`config.mk`:
```
export PLATFORM = sky130hd
export DESIGN_NAME = regfile_operand_fetch_flat
export DESIGN_NICKNAME = d
export VERILOG_FILES = /design/src/rtl/regfile_operand_fetch_if.sv /design/src/rtl/regfile_operand_fetch.sv /design/src/flat_wrapper.sv
export SDC_FILE = /design/constraint.sdc
export NUM_CORES = 1
export LEC_CHECK = 0
export CAP_MARGIN = 5
export CORE_MARGIN = 4
export CORE_UTILIZATION = 42
export CTS_BUF_LIST = sky130_fd_sc_hd__clkbuf_4
export DETAILED_ROUTE_END_ITERATION = 16
export GPL_ROUTABILITY_DRIVEN = 0
export GPL_TIMING_DRIVEN = 1
export PLACE_DENSITY_LB_ADDON = 0.08
export SYNTH_ARGS = -nofsm -noshare
export SYNTH_HDL_FRONTEND = slang
export SYNTH_SLANG_ARGS = --single-unit
```
`constraint.sdc`:
```
create_clock -name clock -period 2.04 [get_ports clock]
set_input_delay 0.306 -clock clock [delete_from_list [all_inputs] [get_ports clock]]
set_output_delay 0.306 -clock clock [all_outputs]
set_load 0.01 [all_outputs]
```
`src/rtl/regfile_operand_fetch_if.sv`:
```
// ----------------------------------------------------------------------------
// RegfileOperandFetchIf
//
// Purpose:
//    Bundles every non-clock/reset signal of regfile_operand_fetch: the
//    decode-side valid/ready handshake, the execute-side operand handshake,
//    the writeback bus, both register file read ports, the register file
//    write port and the stall counter.
//
// Modports:
//    slave  - the operand fetch block (receives instructions, writeback and
//             register file read data; drives everything else)
//    master - the surrounding pipeline/register file (mirror image)
//
// Signal summary:
//    in_valid/in_ready, in_rs0, in_rs1, in_rd, in_rd_en  decode side
//    out_valid/out_ready, out_op0, out_op1, out_rd,
//    out_rd_en                                         execute side
//    wb_valid, wb_addr, wb_data                        writeback
//    rf_ra0, rf_ra1, rf_out0, rf_out1                  register file reads
//    rf_we, rf_wa, rf_wd                               register file write
//    stall_cnt                                         hazard stall cycles
// ----------------------------------------------------------------------------
interface regfile_operand_fetch_if #(
   parameter int DATA_W = 32,
   parameter int ADDR_W = 5,
   parameter int CNT_W  = 16
);

   logic              in_valid;
   logic              in_ready;
   logic [ADDR_W-1:0] in_rs0;
   logic [ADDR_W-1:0] in_rs1;
   logic [ADDR_W-1:0] in_rd;
   logic              in_rd_en;

   logic              out_valid;
   logic              out_ready;
   logic [DATA_W-1:0] out_op0;
   logic [DATA_W-1:0] out_op1;
   logic [ADDR_W-1:0] out_rd;
   logic              out_rd_en;

   logic              wb_valid;
   logic [ADDR_W-1:0] wb_addr;
   logic [DATA_W-1:0] wb_data;

   logic [ADDR_W-1:0] rf_ra0;
   logic [ADDR_W-1:0] rf_ra1;
   logic [DATA_W-1:0] rf_out0;
   logic [DATA_W-1:0] rf_out1;
   logic              rf_we;
   logic [ADDR_W-1:0] rf_wa;
   logic [DATA_W-1:0] rf_wd;

   logic [CNT_W-1:0]  stall_cnt;

   // View seen by the operand fetch block itself.
   modport slave (
      input  in_valid, in_rs0, in_rs1, in_rd, in_rd_en,
      input  out_ready,
      input  wb_valid, wb_addr, wb_data,
      input  rf_out0, rf_out1,
      output in_ready,
      output out_valid, out_op0, out_op1, out_rd, out_rd_en,
      output rf_ra0, rf_ra1, rf_we, rf_wa, rf_wd,
      output stall_cnt
   );

   // View seen by the decode/execute/writeback stages and the register file.
   modport master (
      output in_valid, in_rs0, in_rs1, in_rd, in_rd_en,
      output out_ready,
      output wb_valid, wb_addr, wb_data,
      output rf_out0, rf_out1,
      input  in_ready,
      input  out_valid, out_op0, out_op1, out_rd, out_rd_en,
      input  rf_ra0, rf_ra1, rf_we, rf_wa, rf_wd,
      input  stall_cnt
   );

endinterface

```
`src/rtl/regfile_operand_fetch.sv`:
```
// ----------------------------------------------------------------------------
// regfile_operand_fetch
//
// Purpose:
//    Operand fetch controller in front of a 2**ADDR_W x DATA_W register file.
//    Accepts decoded instruction fields, blocks on RAW/WAW hazards using a
//    per-register pending scoreboard, bypasses same-cycle writeback data, and
//    presents both operands registered (1-cycle latency) to execute. It also
//    owns the register file write port and keeps register 0 hardwired to 0.
//
// Ports:
//    clock  - system clock, rising edge
//    reset  - asynchronous, active-low reset
//    bus    - regfile_operand_fetch_if.slave (decode, execute, writeback,
//             register file read/write ports, stall counter)
//
// Configuration:
//    OPFETCH_STALL_CNT_EN - when defined, bus.stall_cnt is a saturating
//                           count of cycles in which a valid instruction was
//                           held back by a hazard; when undefined the counter
//                           is not built and bus.stall_cnt reads 0.
// ----------------------------------------------------------------------------
module regfile_operand_fetch #(
   parameter int DATA_W = 32,
   parameter int ADDR_W = 5,
   parameter int CNT_W  = 16
) (
   input logic                   clock,
   input logic                   reset,
   regfile_operand_fetch_if.slave bus
);

   localparam int NREG = 1 << ADDR_W;

   logic [NREG-1:0]   r_pending;
   logic              r_outValid;
   logic [DATA_W-1:0] r_outOp0;
   logic [DATA_W-1:0] r_outOp1;
   logic [ADDR_W-1:0] r_outRd;
   logic              r_outRdEn;

   logic [NREG-1:0]   w_wbHit;
   logic [NREG-1:0]   w_pendEff;
   logic [NREG-1:0]   w_setMask;
   logic [NREG-1:0]   w_pendNext;
   logic              w_hazard;
   logic              w_inReady;
   logic              w_accept;
   logic [DATA_W-1:0] w_op0;
   logic [DATA_W-1:0] w_op1;

   // Register file write port. Writeback passes straight through, except that
   // writes aimed at r0 are suppressed so r0 always reads back as zero.
   assign bus.rf_we = bus.wb_valid & (bus.wb_addr != '0);
   assign bus.rf_wa = bus.wb_addr;
   assign bus.rf_wd = bus.wb_data;

   // Read addresses follow the incoming source fields directly so the
   // register file data arrives in the same cycle as the instruction.
   assign bus.rf_ra0 = bus.in_rs0;
   assign bus.rf_ra1 = bus.in_rs1;

   // One-hot of the register being written back this cycle. A register whose
   // producer is completing right now is no longer a hazard, because its
   // value is available on the bypass path.
   always_comb begin
      w_wbHit = '0;
      if (bus.wb_valid) begin
         w_wbHit[bus.wb_addr] = 1'b1;
      end
      w_pendEff = r_pending & ~w_wbHit;
   end

   // Hazard detection: RAW on either source, plus WAW on the destination so
   // two in-flight producers of one register can never complete out of order.
   // Ready is deliberately independent of in_valid.
   always_comb begin
      w_hazard  = w_pendEff[bus.in_rs0]
                | w_pendEff[bus.in_rs1]
                | (bus.in_rd_en & w_pendEff[bus.in_rd]);
      w_inReady = (~r_outValid | bus.out_ready) & ~w_hazard;
      w_accept  = bus.in_valid & w_inReady;
   end

   assign bus.in_ready = w_inReady;

   // Operand selection for both sources: r0 is forced to zero regardless of
   // what the register file returns, same-cycle writeback data takes priority
   // over the (not yet updated) register file contents.
   always_comb begin
      w_op0 = bus.rf_out0;
      if (bus.in_rs0 == '0) begin
         w_op0 = '0;
      end else if (bus.wb_valid && (bus.wb_addr == bus.in_rs0)) begin
         w_op0 = bus.wb_data;
      end

      w_op1 = bus.rf_out1;
      if (bus.in_rs1 == '0) begin
         w_op1 = '0;
      end else if (bus.wb_valid && (bus.wb_addr == bus.in_rs1)) begin
         w_op1 = bus.wb_data;
      end
   end

   // Next scoreboard value. Writeback clears first and a newly issued
   // producer sets afterwards, so if both hit one register the new producer
   // wins and the register stays pending. Bit 0 is never allowed to set.
   always_comb begin
      w_setMask = '0;
      if (w_accept && bus.in_rd_en && (bus.in_rd != '0)) begin
         w_setMask[bus.in_rd] = 1'b1;
      end
      w_pendNext    = (r_pending & ~w_wbHit) | w_setMask;
      w_pendNext[0] = 1'b0;
   end

   // Scoreboard storage. Reset drops every in-flight producer.
   always_ff @(posedge clock or negedge reset) begin
      if (!reset) begin
         r_pending <= '0;
      end else begin
         r_pending <= w_pendNext;
      end
   end

   // Execute-side output register. A new instruction loads whenever it is
   // accepted (which already implies the slot is free or draining); with no
   // accept the slot empties once execute takes it, otherwise everything
   // holds stable for the stalled consumer.
   always_ff @(posedge clock or negedge reset) begin
      if (!reset) begin
         r_outValid <= 1'b0;
         r_outOp0   <= '0;
         r_outOp1   <= '0;
         r_outRd    <= '0;
         r_outRdEn  <= 1'b0;
      end else if (w_accept) begin
         r_outValid <= 1'b1;
         r_outOp0   <= w_op0;
         r_outOp1   <= w_op1;
         r_outRd    <= bus.in_rd;
         r_outRdEn  <= bus.in_rd_en;
      end else if (bus.out_ready) begin
         r_outValid <= 1'b0;
      end
   end

   assign bus.out_valid = r_outValid;
   assign bus.out_op0   = r_outOp0;
   assign bus.out_op1   = r_outOp1;
   assign bus.out_rd    = r_outRd;
   assign bus.out_rd_en = r_outRdEn;

`ifdef OPFETCH_STALL_CNT_EN
   logic [CNT_W-1:0] r_stallCnt;

   // Hazard stall counter. Only cycles where a real instruction is waiting
   // on the scoreboard count; output backpressure is the consumer's problem
   // and is not included. Saturates rather than wrapping.
   always_ff @(posedge clock or negedge reset) begin
      if (!reset) begin
         r_stallCnt <= '0;
      end else if (bus.in_valid && w_hazard && (r_stallCnt != '1)) begin
         r_stallCnt <= r_stallCnt + CNT_W'(1);
      end
   end

   assign bus.stall_cnt = r_stallCnt;
`else
   assign bus.stall_cnt = '0;
`endif

endmodule

```
`src/flat_wrapper.sv`:
```
// flat-port wrapper written by rule: the top's interface ports become plain ports
module regfile_operand_fetch_flat 
#(
   parameter int DATA_W = 32,
   parameter int ADDR_W = 5,
   parameter int CNT_W  = 16
)
  (clock, reset, bus_in_valid, bus_in_rs0, bus_in_rs1, bus_in_rd, bus_in_rd_en, bus_out_ready, bus_wb_valid, bus_wb_addr, bus_wb_data, bus_rf_out0, bus_rf_out1, bus_in_ready, bus_out_valid, bus_out_op0, bus_out_op1, bus_out_rd, bus_out_rd_en, bus_rf_ra0, bus_rf_ra1, bus_rf_we, bus_rf_wa, bus_rf_wd, bus_stall_cnt);
  regfile_operand_fetch_if #(.DATA_W(DATA_W), .ADDR_W(ADDR_W), .CNT_W(CNT_W)) bus_i ();
  input logic clock;
  input logic reset;
  input wire logic [$bits(bus_i.in_valid)-1:0] bus_in_valid;
  input wire logic [$bits(bus_i.in_rs0)-1:0] bus_in_rs0;
  input wire logic [$bits(bus_i.in_rs1)-1:0] bus_in_rs1;
  input wire logic [$bits(bus_i.in_rd)-1:0] bus_in_rd;
  input wire logic [$bits(bus_i.in_rd_en)-1:0] bus_in_rd_en;
  input wire logic [$bits(bus_i.out_ready)-1:0] bus_out_ready;
  input wire logic [$bits(bus_i.wb_valid)-1:0] bus_wb_valid;
  input wire logic [$bits(bus_i.wb_addr)-1:0] bus_wb_addr;
  input wire logic [$bits(bus_i.wb_data)-1:0] bus_wb_data;
  input wire logic [$bits(bus_i.rf_out0)-1:0] bus_rf_out0;
  input wire logic [$bits(bus_i.rf_out1)-1:0] bus_rf_out1;
  output wire logic [$bits(bus_i.in_ready)-1:0] bus_in_ready;
  output wire logic [$bits(bus_i.out_valid)-1:0] bus_out_valid;
  output wire logic [$bits(bus_i.out_op0)-1:0] bus_out_op0;
  output wire logic [$bits(bus_i.out_op1)-1:0] bus_out_op1;
  output wire logic [$bits(bus_i.out_rd)-1:0] bus_out_rd;
  output wire logic [$bits(bus_i.out_rd_en)-1:0] bus_out_rd_en;
  output wire logic [$bits(bus_i.rf_ra0)-1:0] bus_rf_ra0;
  output wire logic [$bits(bus_i.rf_ra1)-1:0] bus_rf_ra1;
  output wire logic [$bits(bus_i.rf_we)-1:0] bus_rf_we;
  output wire logic [$bits(bus_i.rf_wa)-1:0] bus_rf_wa;
  output wire logic [$bits(bus_i.rf_wd)-1:0] bus_rf_wd;
  output wire logic [$bits(bus_i.stall_cnt)-1:0] bus_stall_cnt;
  assign bus_i.in_valid = bus_in_valid;
  assign bus_i.in_rs0 = bus_in_rs0;
  assign bus_i.in_rs1 = bus_in_rs1;
  assign bus_i.in_rd = bus_in_rd;
  assign bus_i.in_rd_en = bus_in_rd_en;
  assign bus_i.out_ready = bus_out_ready;
  assign bus_i.wb_valid = bus_wb_valid;
  assign bus_i.wb_addr = bus_wb_addr;
  assign bus_i.wb_data = bus_wb_data;
  assign bus_i.rf_out0 = bus_rf_out0;
  assign bus_i.rf_out1 = bus_rf_out1;
  assign bus_in_ready = bus_i.in_ready;
  assign bus_out_valid = bus_i.out_valid;
  assign bus_out_op0 = bus_i.out_op0;
  assign bus_out_op1 = bus_i.out_op1;
  assign bus_out_rd = bus_i.out_rd;
  assign bus_out_rd_en = bus_i.out_rd_en;
  assign bus_rf_ra0 = bus_i.rf_ra0;
  assign bus_rf_ra1 = bus_i.rf_ra1;
  assign bus_rf_we = bus_i.rf_we;
  assign bus_rf_wa = bus_i.rf_wa;
  assign bus_rf_wd = bus_i.rf_wd;
  assign bus_stall_cnt = bus_i.stall_cnt;
  regfile_operand_fetch #(.DATA_W(DATA_W), .ADDR_W(ADDR_W), .CNT_W(CNT_W)) u_core (.clock(clock), .reset(reset), .bus(bus_i));
endmodule
```
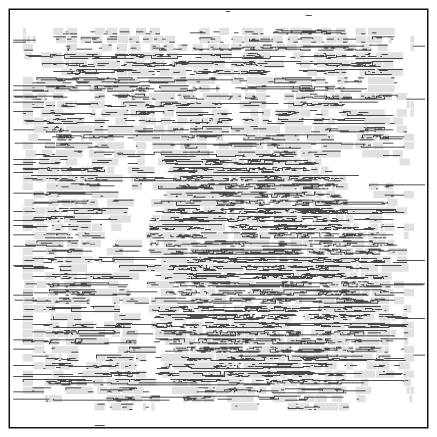
Figure 1: metal 1.
Scale: 3 px per um.
longest straight run: 55.7 um
wire length on this layer: 10500 um
main direction: horizontal

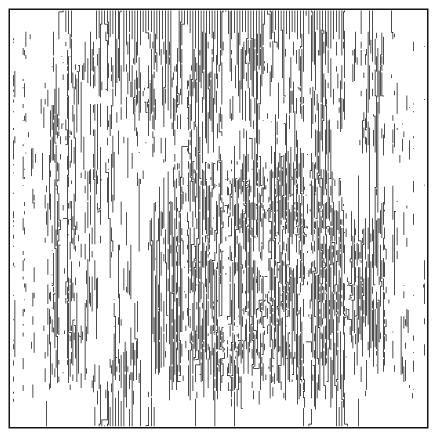
Figure 2: met2 routing.
Scale: 3 px per um.
wire length on this layer: 13400 um
main direction: vertical
nets with wire on the layer: 1085
share of all routed wire: 49%
Total Wirelength: 27.45 mm
GR Util met2: 0.4475
via count: 7167

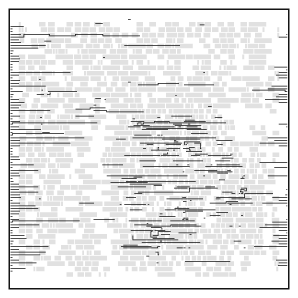
Figure 3: M3 wires.
Scale: 2 px per um.
nets with wire on the layer: 245
share of all routed wire: 8.6%
longest straight run: 42.3 um
main direction: horizontal
M3 GR Usage: 0.06552

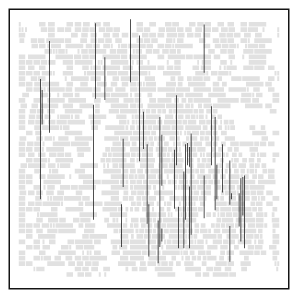
Figure 4: met4 routing.
Scale: 2 px per um.
nets with wire on the layer: 36
share of all routed wire: 4.2%
main direction: vertical

==> impl_metrics.py <==
# Metrics from the implementation run
metrics = {
    "logic_synthesis": {
        "ys_types": 68,
        "synth-simple-area-share": 0.1232,
        "ys_async_sr_fraction": 1.000,
        "top_cell_area_share": 0.3539,
        "syn_area_per_cell_sq_um": 10.11,
        "yosysMostFrequentCell": "dfrtp_1",
        "syn_area_sq_um": 7212,
        "yosysChipArea_sq_um": 7212,
        "yosys-top-cells-count": "dfrtp_1, mux2i_1, nor2_1",
    },
    "floorplanning": {
        "rows": 47,
        "io_pins": 258,
        "dieHeight_um": 139.0,
    },
    "global_routing": {
        "grt_pass1_vias": 7543,
        "grt_use_met1": 0.3133,
        "grt_max_degree": 37,
        "busiest_layer": "met2",
        "grt_overflow_total": 0,
        "grt_pass1_wl_mm": 40.23,
    },
    "clocking": {
        "path_clk_slew_ns": 0.19,
        "clockBufferDepth": 2,
        "hold_buffers": 1,
        "clock-sinks": 102,
        "clkLatencyLatePin_ns": 0.48,
        "ctsRootBufferMaster": "clkbuf_4",
    },
    "placed_design": {
        "place_area_sq_um": 10670,
        "place_ws_ns": -1.377,
    },
    "pwr": {
        "p_leak_nw": 5.030,
        "maxPowerGroup": "combinational cells",
        "p_comb_frac": 0.497,
        "netSwitchingPower_w": 0.002780,
        "powerComb_w": 0.00412,
        "switching_share": 0.3350,
        "vdd_ir_drop_max_mv": 0.3923,
        "p_int_w": 0.005518,
    },
    "flow_run": {
        "maxCapViolCount": 0,
        "warning_count": 29,
    },
    "run_status": {
        "violations": "negative setup slack",
        "outcome": "finished, violations left",
    },
    "layout": {
        "nNonClkInverters": 19,
        "stdcell_count": 1288,
        "area_growth_pct": 64.38,
        "sh_seq_area": 0.2156,
        "n_clock_buffer": 11,
        "fillers": 1186,
        "ff_latch_area_sq_um": 2556,
        "layout-drive-gt1-share": 0.3721,
        "fin_nets": 1184,
        "dominant_cells": "multi-input combinational cells",
    },
    "sta": {
        "setup_viol": 103,
        "finalCritPeriodShare": 1.346,
        "fin_skew_ns": 0.03099,
        "tightest_slew_ns": 0.8730,
        "setup_slack_ns": -0.7066,
        "max_freq_mhz": 364.1,
        "slew_viol_final": 0,
    },
    "min_path": {
        "hold_class": "in2async",
    },
    "routing": {
        "drt_pass1_iterations": 5,
        "wl_met2_mm": 13.40,
        "ant_nets": 0,
        "wl_per_cell_um": 21.31,
        "wl_met1_mm": 10.54,
    },
    "critical_path": {
        "r2r_slack_ns": -0.50,
        "critical_path.top_delay_family": "simple AND/OR/NAND/NOR gates",
        "start_kind": "input port",
        "critPathLaunch": "bus_in_rd[4]",
    },
}
No activity file was given, so power comes from the tool's default toggle rates.
